Fig. 1: I/O pins on the die edge
Pins as bars across the die edge, other pins in grey.
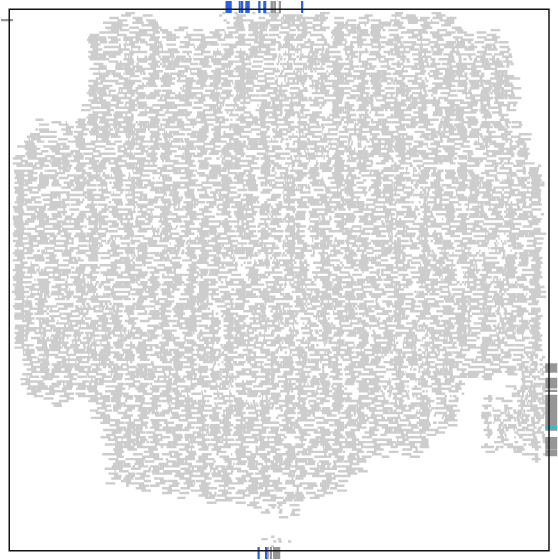
Fig. 2: sequential cells coloured by netlist name
Drawn at 1 px/um. Other sequential cells in the stronger grey, the rest of the logic in the fainter grey.
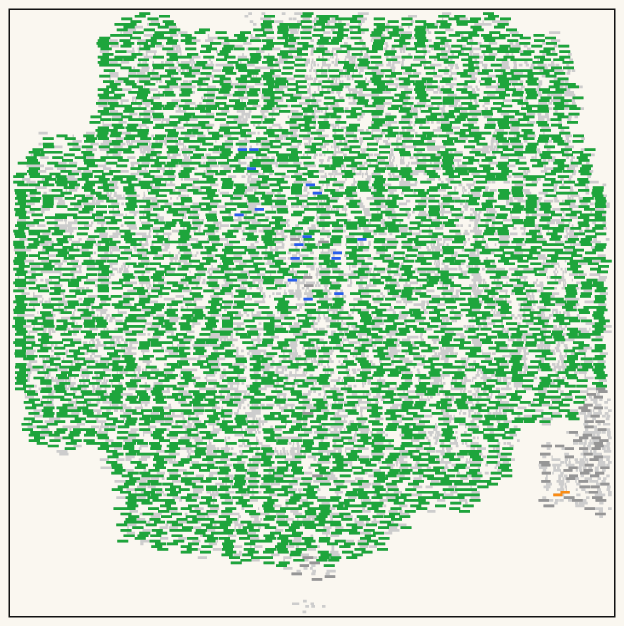
==> config.mk <==
export PLATFORM = sky130hd
export DESIGN_NAME = punc_mem_responder
export DESIGN_NICKNAME = d
export VERILOG_FILES = /design/src/rtl/punc_mem_responder.sv
export SDC_FILE = /design/constraint.sdc
export NUM_CORES = 2
export LEC_CHECK = 0
export CAP_MARGIN = 20
export CORE_AREA = 2 2 602 604
export CTS_CLUSTER_DIAMETER = 150
export DETAILED_ROUTE_END_ITERATION = 12
export DIE_AREA = 0 0 604 606
export MAX_ROUTING_LAYER = met4
export SETUP_SLACK_MARGIN = 0.02
export SLEW_MARGIN = 15
export SYNTH_ARGS = -nofsm -noshare
export SYNTH_HDL_FRONTEND = slang
export SYNTH_SLANG_ARGS = --single-unit
==> constraint.sdc <==
create_clock -name clk_i -period 9.55 [get_ports clk_i]
set_input_delay 0.955 -clock clk_i [delete_from_list [all_inputs] [get_ports clk_i]]
set_output_delay 0.955 -clock clk_i [all_outputs]
set_load 0.1 [all_outputs]
==> summary.txt <==
run metrics: run status complete, no violations, antenna violations before repair 27, biggest combinational cell group after synthesis multiplexers, switching share of power 33.0%, Via density roughly 6, cell at the slowest stage of the critical path o31ai_1, largest incremental delay on the critical path ~1100 ps, clock net sink count between 4000 and 5000, RSZ-0062 raised after global routing no, post-CTS setup-driven buffer insertion count 0, power dissipated in combinational cells 15900 uW, fp util 44.8%, share of synthesized cell area in and, or, nand and nor gates under 10%, Yosys warnings 0, largest vdd supply drop 0.000220 V, Clock Tree Buf Depth 4, post-synthesis adder-cell area fraction less than 1%, pre-CTS setup slack approximately 3900 ps, top layer in use met4, total length of routed met3 wires between 30000 and 40000 um, post-synthesis sequential element count about 4200, Pwr Total between 50000 and 60000 uW, fraction of final layout cells sized beyond drive strength 1 23.4%, crit path launch type register, fraction of power consumed by combinational cells 28.1%, post-route non-filler standard cell count about 13000, global-route wire length before repair between 600000 and 700000 um, grt peak-use layer met2, final net count roughly 8400, nature of the critical path endpoint register, post-synth area from yosys stat 161000 um2, growth of design area from synthesis to finish 14.0%, detail-routed net length per standard cell roughly 33 um, CTS tree done, Compound-Gate Fraction of Synth Area roughly 3.7%, vias in the first global route between 80000 and 90000, flip-flop count of the largest register after layout 4096, detailed-route wire length 444000 um, most instantiated cells after synthesis edfxtp_1, mux4_2, mux2i_1, met1 demand-to-capacity share in global routing ~34%, number of nets at floorplan just under 8000, sequence of cells on the critical path buf_4 -> buf_12 -> nand2_2 -> buf_4 -> o21ai_0 -> a21oi_1 -> o21ai_0 -> nand4_1 -> o31ai_1 -> nand4_1, Max-slew headroom between 10 and 15%, tool warning count approximately 50, Clock power frac between 20% and 30%, slew at the pin closest to its max-slew limit 1270 ps, routed wl met2 214000 um, number of buffer and inverter stages on the critical path 3, final hold vios 0, leading cell type by number of instances after synthesis edfxtp_1, Placer Congestion a little under 0.9, number of cells in Yosys stat between 7000 and 8000, logic depth of the worst setup path including buffers 10, signal arrival time at the worst endpoint ~6700 ps, DRC Markers 0, share of power burned in registers between 40% and 50%, detailed-route wire length on metal 1 178000 um, Placed Area between 150000 and 200000 um2, number of setup violations in the final report 0, required time of the worst setup path 10350 ps, CTS HTree Levels 5, number of different library cells in the post-synthesis netlist roughly 68, area share of xor/xnor cells in the synthesized design less than 1%, netlist area before placement between 150000 and 200000 um2, power density of the placed cells between 300 and 400 nW/um2, maximum number of pins on one net before global-route repair between 150 and 200, Most common reg cell edfxtp_1, overall chip area about 370000 um2, group drawing the most power registers, Sw Pwr between 15000 and 20000 uW, most instantiated logic cells after routing edfxtp_1, mux4_2, mux2i_1, number of search-and-repair iterations in the first detailed-routing pass 7, cell-internal power 37800 uW, total number of placement rows approximately 220, cell count after placement between 10000 and 15000, root buf cell clkbuf_16, min cycle time layout roughly 6000 ps, power in the clock group 16700 uW, Syn Inst Count between 7000 and 8000, Max-cap violations 0, cell leakage power approximately 0.06 uW, cells taking the most area after synthesis edfxtp_1, mux4_2, mux2i_1, dfrtp_1, a22oi_1, number of gates resized after cts 0, global-route track usage on met2 38.7%, area fraction in mux cells between 10% and 20%, I/O pin total 88, worst min path class input port to async pin, final-layout setup total negative slack 0 ps, Largest type area fraction between 70% and 80%, number of vias in the routed layout ~82000, maximum fanout encountered on the critical timing path around 100, setup slack on the worst flop-to-flop path between 3000 and 4000 ps, insertion delay at the late pin of the worst-skew pair around 1000 ps, post-CTS clock slew at the launch and capture registers of the worst setup and hold paths 60 ps, Achievable Freq between 150 and 200 MHz, number of pins with negative max-slew slack in the final report 0, floorplan core area approximately 360000 um2, clock buffers created by TritonCTS roughly 420, startpoint-to-endpoint class of the critical path register to register, met3 demand-to-capacity share in global routing 3.36%, post-route design area 184000 um2, post-synth top area cell edfxtp_1, average footprint of a synthesized cell about 21 um2, Tot GR Track Use 24.7%, portion of the post-synthesis area used by sequential elements roughly 78%, ratio of final minimum period to clock period approximately 62%, Post-synth ARST share ~2.1%, number of enable-type register cells in the synthesized netlist between 4000 and 5000, count of filler cells inserted in the layout 28300, detailed-placement wirelength estimate between 200000 and 300000 um, kind of cell adding the most delay to the critical path AND-OR/OR-AND gates, most frequent logic cell in the layout edfxtp_1, tally of nets with antenna violations remaining after routing 0, PnR worst setup slack roughly 3600 ps, # hold bufs at CTS 0, overflow left after global routing 0, Worst Clk Skew 81.9 ps, first-iteration detailed-routing DRC count ~11000, logic depth of the worst register-to-register path 10
Notes on Fig. 1 above:
rsp_rdata_o -> blue  # pins 16, direction output, edge 14 north, 2 south
req_valid_i -> cyan  # pins 1, direction input, edge east
all pins by edge = 59 east, 18 north, 10 south, 1 west
horizontal extent of the die: 604 um
count of buffers inserted at the top-level ports: 87
die height: 606 um

Notes on Fig. 2 above:
mem_q -> green  # sequential cells 4096, where spread over the die
state_q -> orange  # sequential cells 2
rsp_rdata_o -> blue  # sequential cells 16
not coloured = 70
register area: 125000 um2
power attributed to sequential cells: 23900 uW
Seq area share: 68.1%
utilization of the core after routing: 51.0%

[through the flow]
| step | hold slack, ps | utilization, % |
|---|---|---|
| finish | 457 | 51.0 |
| global route | 482 | 51.0 |
| CTS | 429 | 51.0 |
| detailed placement | 473 | 47.1 |
| global placement | 461 | 47.1 |
| floorplan | 450 | - |
[cell type report]
class / instances / area [um2] / area share [%]
multi-input combinational: 3163 / 34000 / 18.5
antenna: 10 / 25.0 / 0.0136
timing repair buffer: 532 / 4490 / 2.44
tap: 4794 / 6000 / 3.26
clock buffer: 517 / 11100 / 6.04
clock inverter: 262 / 2860 / 1.55
sequential: 4184 / 125000 / 68.1
inverter: 26 / 101 / 0.0551
No activity file was given, so power comes from the tool's default toggle rates.
